<file path="src/rtl/regfile_pkg.sv">
// Shared register-file geometry and types; imported by the register file, ALU and decode stages.
// Combinational helpers only, no state.
package regfile_pkg;
   localparam int DATA_W   = 32;
   localparam int NUM_REGS = 32;
   localparam int ADDR_W   = 5;
   localparam int ZERO_REG = 31;

   typedef logic [ADDR_W-1:0] reg_addr_t;
   typedef logic [DATA_W-1:0] reg_data_t;
endpackage

</file>
<file path="src/rtl/reg_wr_decoder.sv">
// Write-address decoder: one-hot entry enable, gated by wr_en, zero-register bit held low.
// Purely combinational, 0-cycle latency; no backpressure.
module reg_wr_decoder
   import regfile_pkg::*;
(
   input  logic                wr_en,
   input  reg_addr_t           wr_addr,
   output logic [NUM_REGS-1:0] wr_sel
);

   always_comb begin
      wr_sel = '0;
      if (wr_en) begin
         wr_sel[wr_addr] = 1'b1;
      end
      wr_sel[ZERO_REG] = 1'b0;
   end

endmodule

</file>
<file path="src/rtl/reg_file_2r1w.sv">
// 32x32 register file, two async read ports and one sync write port (1-cycle write, 0-cycle read).
// Always accepts a write and a read on each port every cycle; no backpressure.
module reg_file_2r1w
   import regfile_pkg::*;
#(
   parameter bit BYPASS = 1'b1
)
(
   input  logic      clk,
   input  logic      reset_n,
   input  logic      wr_en,
   input  reg_addr_t wr_addr,
   input  reg_data_t wr_data,
   input  reg_addr_t rd_addr1,
   input  reg_addr_t rd_addr2,
   output reg_data_t rd_data1,
   output reg_data_t rd_data2
);

   if (NUM_REGS != (1 << ADDR_W)) begin : g_bad_cfg
      $error("reg_file_2r1w: NUM_REGS must equal 2**ADDR_W");
   end

   reg_data_t           regs [NUM_REGS];
   logic [NUM_REGS-1:0] wr_sel;
   logic                byp_ok;

   reg_wr_decoder u_dec (
      .wr_en   (wr_en),
      .wr_addr (wr_addr),
      .wr_sel  (wr_sel)
   );

   always_ff @(posedge clk or negedge reset_n) begin
      if (!reset_n) begin
         for (int i = 0; i < NUM_REGS; i++) begin
            regs[i] <= '0;
         end
      end else begin
         for (int i = 0; i < NUM_REGS; i++) begin
            if (wr_sel[i]) begin
               regs[i] <= wr_data;
            end
         end
      end
   end

   // Bypass is suppressed during reset so held-reset reads stay 0 even with wr_en high.
   assign byp_ok = BYPASS && wr_en && reset_n;

   always_comb begin
      rd_data1 = regs[rd_addr1];
      if (byp_ok && (wr_addr == rd_addr1)) begin
         rd_data1 = wr_data;
      end
      if (rd_addr1 == reg_addr_t'(ZERO_REG)) begin
         rd_data1 = '0;
      end

      rd_data2 = regs[rd_addr2];
      if (byp_ok && (wr_addr == rd_addr2)) begin
         rd_data2 = wr_data;
      end
      if (rd_addr2 == reg_addr_t'(ZERO_REG)) begin
         rd_data2 = '0;
      end
   end

endmodule

</file>
<file path="config.mk">
export PLATFORM = sky130hd
export DESIGN_NAME = reg_file_2r1w
export DESIGN_NICKNAME = d
export VERILOG_FILES = /design/src/rtl/regfile_pkg.sv /design/src/rtl/reg_wr_decoder.sv /design/src/rtl/reg_file_2r1w.sv
export SDC_FILE = /design/constraint.sdc
export NUM_CORES = 2
export LEC_CHECK = 0
export CELL_PAD_IN_SITES_DETAIL_PLACEMENT = 1
export CELL_PAD_IN_SITES_GLOBAL_PLACEMENT = 2
export CORE_MARGIN = 4
export CORE_UTILIZATION = 30
export CTS_BUF_LIST = sky130_fd_sc_hd__clkbuf_4 sky130_fd_sc_hd__clkbuf_8 sky130_fd_sc_hd__clkbuf_16
export CTS_CLUSTER_DIAMETER = 150
export DETAILED_ROUTE_END_ITERATION = 12
export PLACE_DENSITY = 0.66
export SYNTH_ARGS = -nofsm -noshare
export SYNTH_HDL_FRONTEND = slang
export SYNTH_SLANG_ARGS = --single-unit
</file>
<file path="constraint.sdc">
create_clock -name clk -period 2.25 [get_ports clk]
set_clock_uncertainty 0.05 [all_clocks]
set_input_delay 0.225 -clock clk [delete_from_list [all_inputs] [get_ports clk]]
set_output_delay 0.225 -clock clk [all_outputs]
set_load 0.01 [all_outputs]
</file>
==> out/qor.yml <==
cts:
  numCtsBuffers: 111
  cts_buffer_depth: 3
  clk_latency_ns: 0.73
  cts-resized-gates: 536
  cts_setup_buffers: 56
  hold_buffers: 1
  cts_root_buf: "clkbuf_16"
  htree_levels: 3
sta:
  clock.fmax_mhz: 340
  rsz0062_at_grt: "yes"
  fin_hold_ws_ns: 0.247
  maxSlewViolCount: 0
  setup_viol: 64
  hold_viol_final: 0
  worst_slack_ns: -0.693
  period_needed_ns: 2.94
synthesis:
  synth_area_sq_mm: 0.0533
  ys_warn_count: 0
  ys_chip_area_sq_mm: 0.0533
  ys_sh_adder_pct: 0
  syn-num-nets: 3623
  aoi_share_pct: 4.86
  edf_count: 0
  synth-seq-area-share_pct: 46.6
  synth_cells: 3573
  async_flop_share_pct: 100
  ys.flops: 992
  synth_area_leader_cell: "dfrtp_1"
  top_logic_kind: "multiplexers"
  top_cells_by_area: "dfrtp_1 (47%), mux2_2 (21%), mux4_2 (20%)"
  post_synth_num_cell_types: 48
layout:
  clk_share_pct: 5.68
  layout.nonclk_buf_share_pct: 13.1
  final_cell_area_sq_mm: 0.0689
  seqCellArea_sq_mm: 0.0248
  inverters_excl_clock: 11
  n_antenna_cell: 0
  stdcell_count: 6592
  final.fill_count: 17969
  logic_area_sq_mm: 0.0281
  drive_above_1_share_pct: 64.3
  final_common_cell: "dfrtp_1"
  seq_share_pct: 36.0
  final_nets: 4213
  comb-cell-share_pct: 40.8
critical_path:
  critical_path_required_ns: 1.98
  cp.arrival_ns: 2.67
  r2r-start: "regs[524]"
  rrSetupSlack_ns: 1.19
  cp-end-kind: "output port"
  r2r_cells: 3
  crit_type: "flop to output port"
place:
  place_area_sq_mm: 0.0635
  detailed_place_hpwl_mm: 138
  port-buffer-count: 113
  place_ws_ns: -1.11
  finalWeightedCongestion: 0.820
global_routing:
  grt_pass1_vias: 40157
  grt_max_degree: 133
  grt_pass1_wl_mm: 296
drt:
  via_per_inst: 5.60
  ant_nets: 0
min_path:
  min_path_type: "input pin to flop"
  worstHoldPathCells: 3
power:
  p_clk_share_pct: 34.1
  maxPowerGroup: "sequential cells"
  p_per_area_mw_per_mm2: 840
  pwr-share-seq_pct: 41.3
  p_comb_share_pct: 24.7
  sequentialPower_w: 0.0239
run_status:
  violations: "negative setup slack"
  status: "finished, violations left"
floorplan:
  core_area_sq_mm: 0.176
  fp_util_pct: 30.2
  top_level_ports: 114
job:
  warning_count: 38
## how the worst min path moves through the flow
stage | endpoint | startpoint | slack (ns)
after floorplan | regs[1000] | reset_n | -0.12
after detailed placement | regs[1008] | reset_n | 0.37
after CTS | regs[310] | wr_data[22] | 0.20
after global routing | regs[438] | wr_data[22] | 0.22
final | regs[310] | wr_data[22] | 0.25
after global placement | regs[1008] | reset_n | 0.36
## per-layer routing
metal	track usage, %	wire length, microns
met5	0	0
met4	6.58	7020
met3	2.93	8750
met2	36.7	100000
met1	29.3	87300
## worst max-delay path, cell delays in order (launching register included)
cell     delay (ns)
dfrtp_1        0.39
buf_6          0.12
mux4_2         0.47
mux4_2         0.57
nor2_4         0.11
o41ai_2        0.09
buf_2          0.15
### Routing congestion map

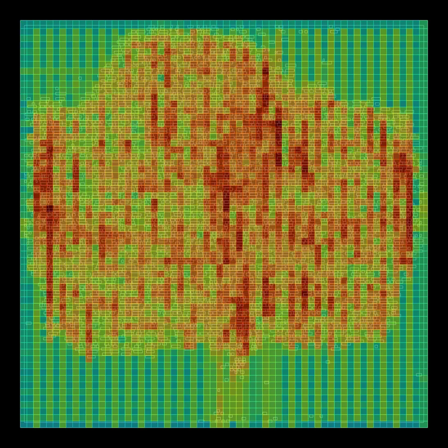
M2 GR Usage: 36.7%
final core utilization: 39.0%
busiest metal layer after global routing: met2

### Power grid

Scale: 1 px per micron. Pins as bars on the die edge.
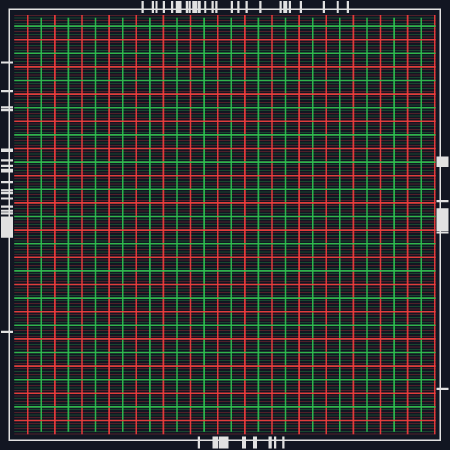
| net | color |
|---|---|
| VSS | red |
| VDD | green |
signal pins: 114
met5 straps: 30
die height: 430 microns
VDD IR-drop max: 0.631 mV

Power and IR drop assume default switching activity.
